Fig. 1: track usage over the die
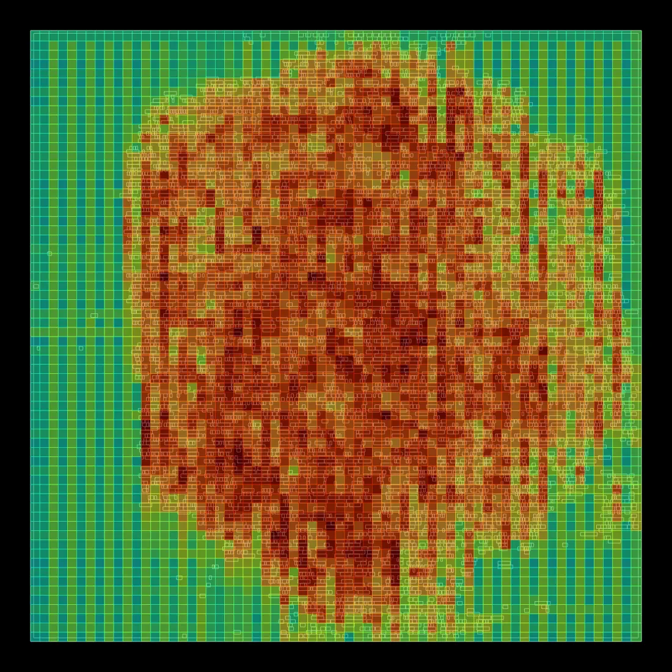
Fig. 2: the metal 3 layer
(1 px per um)
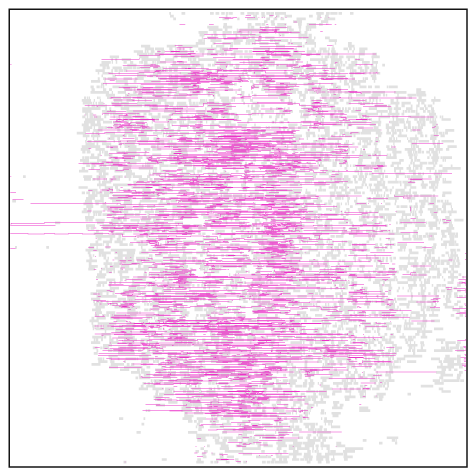
Fig. 3: signal metal coverage by tile
The die is cut into 23 by 23 equal tiles; dark blue is low, red is high, scaled to the fullest tile. Values are wire area over tile area, all layers added.
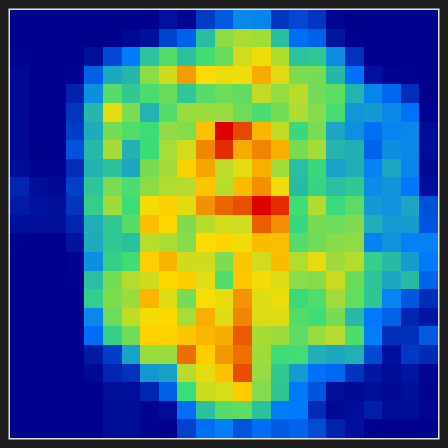
Fig. 4: pin map
(1 px per um) Pins as bars across the die edge, other pins in gray.
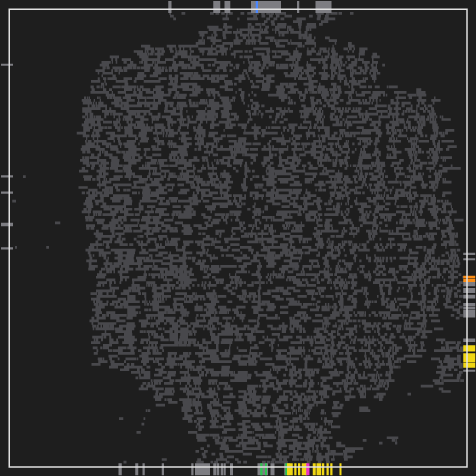
Fig. 5: metal 2
(1 px per um)
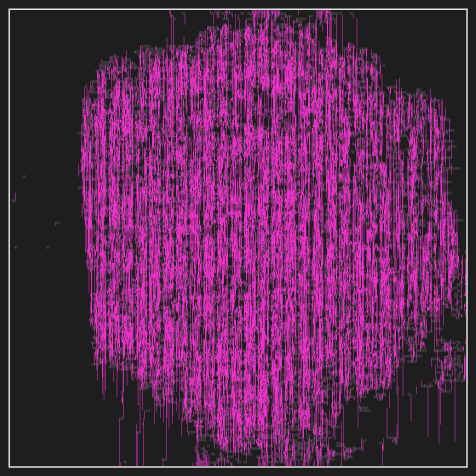
File: src/rtl/param_datapath_if.sv
// Control/data bundle between the decode unit, the datapath and the memory interface.
interface param_datapath_if #(
  parameter int WIDTH    = 32,
  parameter int REG_ADDR = 4
);
  logic [2:0]          alu_op;
  logic                form;
  logic [REG_ADDR-1:0] A;
  logic [REG_ADDR-1:0] B;
  logic [REG_ADDR-1:0] C;
  logic [REG_ADDR-1:0] D;
  logic [REG_ADDR-1:0] Y1;
  logic [REG_ADDR-1:0] Y2;
  logic [1:0]          write;
  logic                const_c;
  logic [WIDTH-1:0]    constant;
  logic                ld;
  logic [WIDTH-1:0]    ld_data;
  logic                pc_inc;
  logic [2:0]          compare_op;
  logic [WIDTH-1:0]    st_data;
  logic [WIDTH-1:0]    program_counter;
  logic                condition;
  logic                busy;
  logic                div0;

  modport master (
    output alu_op, form, A, B, C, D, Y1, Y2, write, const_c, constant,
           ld, ld_data, pc_inc, compare_op,
    input  st_data, program_counter, condition, busy, div0
  );

  modport slave (
    input  alu_op, form, A, B, C, D, Y1, Y2, write, const_c, constant,
           ld, ld_data, pc_inc, compare_op,
    output st_data, program_counter, condition, busy, div0
  );
endinterface

File: src/rtl/param_datapath.sv
// Parametrised two-lane register-file datapath with a multi-cycle unsigned
// MULT/DIV unit; a busy interlock freezes the register file and the PC.
module param_datapath #(
  parameter int WIDTH    = 32,
  parameter int REG_ADDR = 4,
  parameter int PC_STEP  = 1
) (
  input logic             clk,
  input logic             rst,
  param_datapath_if.slave bus
);
  localparam int NREGS = 2 ** REG_ADDR;
  localparam int CW    = $clog2(WIDTH);

  localparam logic [2:0] OP_ADD  = 3'b000;
  localparam logic [2:0] OP_SUB  = 3'b100;
  localparam logic [2:0] OP_MULT = 3'b001;
  localparam logic [2:0] OP_DIV  = 3'b101;
  localparam logic [2:0] OP_AND  = 3'b010;
  localparam logic [2:0] OP_OR   = 3'b011;
  localparam logic [2:0] OP_XOR  = 3'b110;
  localparam logic [2:0] OP_COPY = 3'b111;

  typedef enum logic [1:0] {
    S_IDLE = 2'd0,
    S_MUL  = 2'd1,
    S_DIV  = 2'd2,
    S_WB   = 2'd3
  } state_t;

  state_t              r_state;
  state_t              w_state_nxt;
  logic [WIDTH-1:0]    r_regs [NREGS];
  logic [WIDTH-1:0]    r_pc;
  logic [WIDTH-1:0]    r_hi;
  logic [WIDTH-1:0]    r_lo;
  logic [WIDTH-1:0]    r_opb;
  logic [CW-1:0]       r_cnt;
  logic [REG_ADDR-1:0] r_y1;
  logic [REG_ADDR-1:0] r_y2;
  logic [1:0]          r_wr;
  logic                r_is_div;
  logic                r_div0;
  logic                r_busy;

  logic [WIDTH-1:0]    w_a, w_b, w_c, w_d;
  logic [WIDTH-1:0]    w_opnd2, w_alu1, w_lane1, w_lane2;
  logic                w_is_mc, w_issue;
  logic [1:0]          w_wen;
  logic [REG_ADDR-1:0] w_wa1, w_wa2;
  logic [WIDTH-1:0]    w_wd1, w_wd2;
  logic [WIDTH:0]      w_mul_sum, w_div_tmp;
  logic [WIDTH-1:0]    w_div_sub;
  logic                w_div_ge;

  function automatic logic [WIDTH-1:0] alu_f(input logic [2:0] op,
                                             input logic [WIDTH-1:0] x,
                                             input logic [WIDTH-1:0] y);
    case (op)
      OP_ADD:  return x + y;
      OP_SUB:  return x - y;
      OP_AND:  return x & y;
      OP_OR:   return x | y;
      OP_XOR:  return x ^ y;
      OP_COPY: return x;
      default: return {WIDTH{1'b0}};
    endcase
  endfunction

  function automatic logic cmp_f(input logic [2:0] op,
                                 input logic [WIDTH-1:0] x,
                                 input logic [WIDTH-1:0] y);
    case (op)
      3'd0:    return x == y;
      3'd1:    return x != y;
      3'd2:    return x < y;
      3'd3:    return x >= y;
      3'd4:    return $signed(x) < $signed(y);
      3'd5:    return $signed(x) >= $signed(y);
      default: return 1'b0;
    endcase
  endfunction

  // Operand fetch, single-cycle lane results and issue detection
  always_comb begin
    w_a = r_regs[bus.A];
    w_b = r_regs[bus.B];
    w_c = r_regs[bus.C];
    w_d = r_regs[bus.D];
    if (bus.form) begin
      w_opnd2 = w_b;
    end else if (bus.const_c) begin
      w_opnd2 = bus.constant;
    end else begin
      w_opnd2 = w_c;
    end
    w_alu1 = alu_f(bus.alu_op, w_a, w_opnd2);
    if (bus.form) begin
      w_lane2 = alu_f(bus.alu_op, w_c, w_d);
    end else begin
      w_lane2 = w_alu1;
    end
    if (bus.ld) begin
      w_lane1 = bus.ld_data;
    end else begin
      w_lane1 = w_alu1;
    end
    w_is_mc = (bus.alu_op == OP_MULT) || (bus.alu_op == OP_DIV);
    w_issue = (r_state == S_IDLE) && w_is_mc && (bus.write != 2'b00);
  end

  // Write-port source: multi-cycle result at WB, otherwise the single-cycle lanes
  always_comb begin
    w_wen = 2'b00;
    w_wa1 = bus.Y1;
    w_wa2 = bus.Y2;
    w_wd1 = w_lane1;
    w_wd2 = w_lane2;
    if (r_state == S_WB) begin
      w_wen = r_wr;
      w_wa1 = r_y1;
      w_wa2 = r_y2;
      w_wd1 = r_lo;
      w_wd2 = r_hi;
    end else if ((r_state == S_IDLE) && !w_is_mc) begin
      w_wen = bus.write;
    end else begin
      w_wen = 2'b00;
    end
  end

  // One shift-add / restoring-division step; hi:lo is product or remainder:quotient
  always_comb begin
    w_mul_sum = {1'b0, r_hi} + (r_lo[0] ? {1'b0, r_opb} : {(WIDTH+1){1'b0}});
    w_div_tmp = {r_hi, r_lo[WIDTH-1]};
    w_div_ge  = (w_div_tmp >= {1'b0, r_opb});
    w_div_sub = w_div_tmp[WIDTH-1:0] - r_opb;
  end

  // FSM next state
  always_comb begin
    w_state_nxt = r_state;
    case (r_state)
      S_IDLE: begin
        if (w_issue) begin
          w_state_nxt = (bus.alu_op == OP_DIV) ? S_DIV : S_MUL;
        end else begin
          w_state_nxt = S_IDLE;
        end
      end
      S_MUL, S_DIV: begin
        if (r_cnt == {CW{1'b0}}) begin
          w_state_nxt = S_WB;
        end else begin
          w_state_nxt = r_state;
        end
      end
      S_WB:    w_state_nxt = S_IDLE;
      default: w_state_nxt = S_IDLE;
    endcase
  end

  // FSM state register and busy flag
  always_ff @(posedge clk or posedge rst) begin
    if (rst) begin
      r_state <= S_IDLE;
      r_busy  <= 1'b0;
    end else begin
      r_state <= w_state_nxt;
      r_busy  <= (w_state_nxt != S_IDLE);
    end
  end

  // Multi-cycle operand capture and iteration
  always_ff @(posedge clk or posedge rst) begin
    if (rst) begin
      r_hi     <= {WIDTH{1'b0}};
      r_lo     <= {WIDTH{1'b0}};
      r_opb    <= {WIDTH{1'b0}};
      r_cnt    <= {CW{1'b0}};
      r_y1     <= {REG_ADDR{1'b0}};
      r_y2     <= {REG_ADDR{1'b0}};
      r_wr     <= 2'b00;
      r_is_div <= 1'b0;
    end else begin
      case (r_state)
        S_IDLE: begin
          if (w_issue) begin
            r_hi     <= {WIDTH{1'b0}};
            r_lo     <= w_a;
            r_opb    <= w_opnd2;
            r_cnt    <= CW'(WIDTH - 1);
            r_y1     <= bus.Y1;
            r_y2     <= bus.Y2;
            r_wr     <= bus.write;
            r_is_div <= (bus.alu_op == OP_DIV);
          end
        end
        S_MUL: begin
          r_hi  <= w_mul_sum[WIDTH:1];
          r_lo  <= {w_mul_sum[0], r_lo[WIDTH-1:1]};
          r_cnt <= r_cnt - CW'(1);
        end
        S_DIV: begin
          r_hi  <= w_div_ge ? w_div_sub : w_div_tmp[WIDTH-1:0];
          r_lo  <= {r_lo[WIDTH-2:0], w_div_ge};
          r_cnt <= r_cnt - CW'(1);
        end
        default: begin
          r_cnt <= r_cnt;
        end
      endcase
    end
  end

  // Sticky divide-by-zero flag, cleared by the next DIV issue
  always_ff @(posedge clk or posedge rst) begin
    if (rst) begin
      r_div0 <= 1'b0;
    end else if (w_issue && (bus.alu_op == OP_DIV)) begin
      r_div0 <= 1'b0;
    end else if ((r_state == S_WB) && r_is_div) begin
      r_div0 <= (r_opb == {WIDTH{1'b0}});
    end
  end

  // Register file; lane 1 is written last so it wins a Y1==Y2 collision
  always_ff @(posedge clk or posedge rst) begin
    if (rst) begin
      for (int i = 0; i < NREGS; i++) begin
        r_regs[i] <= {WIDTH{1'b0}};
      end
    end else begin
      if (w_wen[1]) r_regs[w_wa2] <= w_wd2;
      if (w_wen[0]) r_regs[w_wa1] <= w_wd1;
    end
  end

  // Program counter, frozen while a multi-cycle op is in flight
  always_ff @(posedge clk or posedge rst) begin
    if (rst) begin
      r_pc <= {WIDTH{1'b0}};
    end else if (bus.pc_inc && (r_state == S_IDLE)) begin
      r_pc <= r_pc + WIDTH'(PC_STEP);
    end
  end

  assign bus.st_data         = w_d;
  assign bus.condition       = cmp_f(bus.compare_op, w_a, w_b);
  assign bus.program_counter = r_pc;
  assign bus.busy            = r_busy;
  assign bus.div0            = r_div0;
endmodule

File: src/flat_wrapper.sv
// flat-port wrapper written by rule: the top's interface ports become plain ports
module param_datapath_flat 
#(
  parameter int WIDTH    = 32,
  parameter int REG_ADDR = 4,
  parameter int PC_STEP  = 1
)
  (clk, rst, bus_alu_op, bus_form, bus_A, bus_B, bus_C, bus_D, bus_Y1, bus_Y2, bus_write, bus_const_c, bus_constant, bus_ld, bus_ld_data, bus_pc_inc, bus_compare_op, bus_st_data, bus_program_counter, bus_condition, bus_busy, bus_div0);
  param_datapath_if #(.WIDTH(WIDTH), .REG_ADDR(REG_ADDR)) bus_i ();
  input logic clk;
  input logic rst;
  input wire logic [$bits(bus_i.alu_op)-1:0] bus_alu_op;
  input wire logic [$bits(bus_i.form)-1:0] bus_form;
  input wire logic [$bits(bus_i.A)-1:0] bus_A;
  input wire logic [$bits(bus_i.B)-1:0] bus_B;
  input wire logic [$bits(bus_i.C)-1:0] bus_C;
  input wire logic [$bits(bus_i.D)-1:0] bus_D;
  input wire logic [$bits(bus_i.Y1)-1:0] bus_Y1;
  input wire logic [$bits(bus_i.Y2)-1:0] bus_Y2;
  input wire logic [$bits(bus_i.write)-1:0] bus_write;
  input wire logic [$bits(bus_i.const_c)-1:0] bus_const_c;
  input wire logic [$bits(bus_i.constant)-1:0] bus_constant;
  input wire logic [$bits(bus_i.ld)-1:0] bus_ld;
  input wire logic [$bits(bus_i.ld_data)-1:0] bus_ld_data;
  input wire logic [$bits(bus_i.pc_inc)-1:0] bus_pc_inc;
  input wire logic [$bits(bus_i.compare_op)-1:0] bus_compare_op;
  output wire logic [$bits(bus_i.st_data)-1:0] bus_st_data;
  output wire logic [$bits(bus_i.program_counter)-1:0] bus_program_counter;
  output wire logic [$bits(bus_i.condition)-1:0] bus_condition;
  output wire logic [$bits(bus_i.busy)-1:0] bus_busy;
  output wire logic [$bits(bus_i.div0)-1:0] bus_div0;
  assign bus_i.alu_op = bus_alu_op;
  assign bus_i.form = bus_form;
  assign bus_i.A = bus_A;
  assign bus_i.B = bus_B;
  assign bus_i.C = bus_C;
  assign bus_i.D = bus_D;
  assign bus_i.Y1 = bus_Y1;
  assign bus_i.Y2 = bus_Y2;
  assign bus_i.write = bus_write;
  assign bus_i.const_c = bus_const_c;
  assign bus_i.constant = bus_constant;
  assign bus_i.ld = bus_ld;
  assign bus_i.ld_data = bus_ld_data;
  assign bus_i.pc_inc = bus_pc_inc;
  assign bus_i.compare_op = bus_compare_op;
  assign bus_st_data = bus_i.st_data;
  assign bus_program_counter = bus_i.program_counter;
  assign bus_condition = bus_i.condition;
  assign bus_busy = bus_i.busy;
  assign bus_div0 = bus_i.div0;
  param_datapath #(.WIDTH(WIDTH), .REG_ADDR(REG_ADDR), .PC_STEP(PC_STEP)) u_core (.clk(clk), .rst(rst), .bus(bus_i));
endmodule
File: config.mk
export PLATFORM = sky130hd
export DESIGN_NAME = param_datapath_flat
export DESIGN_NICKNAME = d
export VERILOG_FILES = /design/src/rtl/param_datapath_if.sv /design/src/rtl/param_datapath.sv /design/src/flat_wrapper.sv
export SDC_FILE = /design/constraint.sdc
export NUM_CORES = 2
export LEC_CHECK = 0
export CAP_MARGIN = 30
export CORE_MARGIN = 2
export CORE_UTILIZATION = 30
export DETAILED_ROUTE_END_ITERATION = 12
export PLACE_DENSITY = 0.52
export SLEW_MARGIN = 10
export SYNTH_ARGS = -nofsm -noshare
export SYNTH_HDL_FRONTEND = slang
export SYNTH_SLANG_ARGS = --single-unit
File: constraint.sdc
create_clock -name clk -period 32.8 [get_ports clk]
set_input_delay 4.92 -clock clk [delete_from_list [all_inputs] [get_ports clk]]
set_output_delay 4.92 -clock clk [all_outputs]
set_load 0.01 [all_outputs]
==> flow_summary.json <==
{
  "grt_max_degree": 101,
  "chipArea_um2": 208000,
  "max_freq_mhz": 58.2,
  "finClkSkew_ps": 41.1,
  "floorplan.nets": 6900,
  "power_frac_seq_pct": 28.2,
  "synth-main-ff-cell": "dfrtp_1",
  "first_pass_iters": 9,
  "crit_path_start": "bus_A[0]",
  "clkbuf_count": 117,
  "pg_seq_mw": 1.55,
  "comb_cells": 5021,
  "slowest_delay_ps": 940,
  "crit_top_cell": "o21a_1",
  "htreeDepth": 3,
  "synth_cell_type_count": 93,
  "synthToLayoutAreaGrowth_pct": 13.4,
  "final-comb-area_um2": 41900,
  "vdd_drop_max_uv": 48.0,
  "die_h_um": 456,
  "antenna_found_initial": 12,
  "rr_startpoint": "u_core.r_regs[142]$_DFF_PP0_",
  "final-clk-cell-share_pct": 4.24,
  "p_sw_mw": 2.56,
  "cp_slowest_cell": "a221oi_1",
  "status": "finished, final reports clean",
  "crit_end": "bus_condition",
  "ys_ff": 660,
  "setup-violations-final": 0,
  "crit_buf_inv": 4,
  "cts_buffers": 86,
  "slew_headroom_pct": 17.8,
  "min_period_ps": 17190,
  "cts_root_buf": "clkbuf_16",
  "vias_per_cell": 6.46,
  "instances_no_fill": 9205,
  "finalHoldViolCount": 0,
  "cts_sinks": 660,
  "synth.avg_cell_area_um2": 9.44,
  "edf_count": 0,
  "dominant_cells": "multi-input combinational cells",
  "combPwrFrac_pct": 53.0,
  "worstReg2RegEnd": "u_core.r_regs[479]$_DFF_PP0_",
  "clk_pin_slew_ps": 60,
  "cts_tree": "done",
  "comb_share_pct": 60.3,
  "nNetsFinal": 6840,
  "drt.antenna.violating_nets": 0,
  "core_area_um2": 204000,
  "tool_warnings": 99,
  "dp_cells": 9023,
  "p_sw_share_pct": 46.4,
  "portBuffers": 168,
  "lay_top_cells": "723 x nand2_1, 660 x dfrtp_1, 585 x mux4_2",
  "postCtsHoldBufs": 0,
  "path_cells": "buf_8 > buf_4 > buf_4 > mux4_2 > mux4_2 > ha_1 > nor2b_1 > o21a_1 > o21a_1 > o21a_1 > o21a_1 > o21a_1 > o21a_1 > o21ai_0 > a21boi_0 > nor4_1 > o31ai_1 > a221oi_1 > clkdlybuf4s50_1",
  "end_kind": "output pin",
  "clockBufferDepth": 3,
  "crit_fanout": 65,
  "critPathLaunchType": "primary input",
  "rr_worst_depth": 20
}
-- Fig. 1 (at the start) --
layer with the highest usage: met2
post-layout util: 34.1%
DR WL/cell: 35.5 um
met2 Resource Use GR: 44.3%
GR Layer Usage met3: 11.5%

-- Fig. 2 (at the start) --
longest straight run: 221 um
share of all routed wire: 13%
wire length on this layer: 41.4 mm
via count: 59.4k
final wirelength: 327000 um

-- Fig. 3 (at the start) --
emptiest ninth of the die: lower left
densest ninth of the die: center
fullest tile: 0.79

-- Fig. 4 (at the start) --
legend:
  bus_condition:
    color: blue
    pins: 1
    direction: output
    edge: top
  bus_write:
    color: magenta
    pins: 2
    direction: input
    edge: bottom
  bus_alu_op:
    color: orange
    pins: 3
    direction: input
    edge: right
  bus_program_counter:
    color: yellow
    pins: 32
    direction: output
    edge: 19 bottom, 13 right
  bus_Y1:
    color: green
    pins: 4
    direction: input
    edge: bottom

-- Fig. 5 (at the start) --
longest straight run: 142 um
wire length on this layer: 137 mm

==> synth_stat cells, types with 53 or more instances <==
cell type,number
a22oi_1,140
xnor2_1,145
a211oi_1,58
clkbuf_1,376
dfrtp_1,660
nor3_1,73
o22ai_1,106
ha_1,295
buf_1,53
nand2_1,725
a31oi_1,74
a21o_1,124
a21oi_1,418
mux4_2,585
nor2_1,521
nand3_1,64
buf_2,67
o21ai_0,582
inv_1,273
o221ai_1,56
mux2i_1,251
==> state kept, by name (all words and copies together), names as in the netlist, 2 cells and up <==
| signal | flops |
|---|---|
| u_core.r_lo | 32 |
| u_core.r_state | 2 |
| u_core.bus.program_counter | 32 |
| u_core.r_y1 | 4 |
| u_core.r_cnt | 5 |
| u_core.r_regs | 512 |
| u_core.r_opb | 32 |
| u_core.r_hi | 32 |
| u_core.r_wr | 2 |
| u_core.r_y2 | 4 |
==> cells by family (layout without fill, tap and decap cells) <==
logic type | Yosys count | after routing | synth area share [%]
AND/OR/NAND/NOR | 1701 | 1701 | 12.1
multiplexers | 879 | 879 | 26.4
adder cells (fa/ha/maj) | 299 | 299 | 6.14
XOR/XNOR | 178 | 178 | 2.54
other | 0 | 9 | 0
AND-OR/OR-AND | 1964 | 1964 | 20.4
buffers and inverters | 818 | 827 | 5.50
flip-flops | 660 | 660 | 26.9
==> per-layer routing <==
layer / global-route usage, % / up-vias / wire [um]
li1: - / 24379 / -
met1: 37.0 / 29702 / 120000
met2: 44.3 / 4246 / 137000
met5: 0.0689 / - / 89
met4: 21.7 / 14 / 28300
met3: 11.5 / 1095 / 41400
==> per-stage QoR <==
stage,setup slack (ps),hold slack (ps)
2_1_floorplan,9380,446
3_3_place_gp,15730,459
3_5_place_dp,15710,463
4_1_cts,15710,481
5_1_grt,15410,504
6_report,15610,476
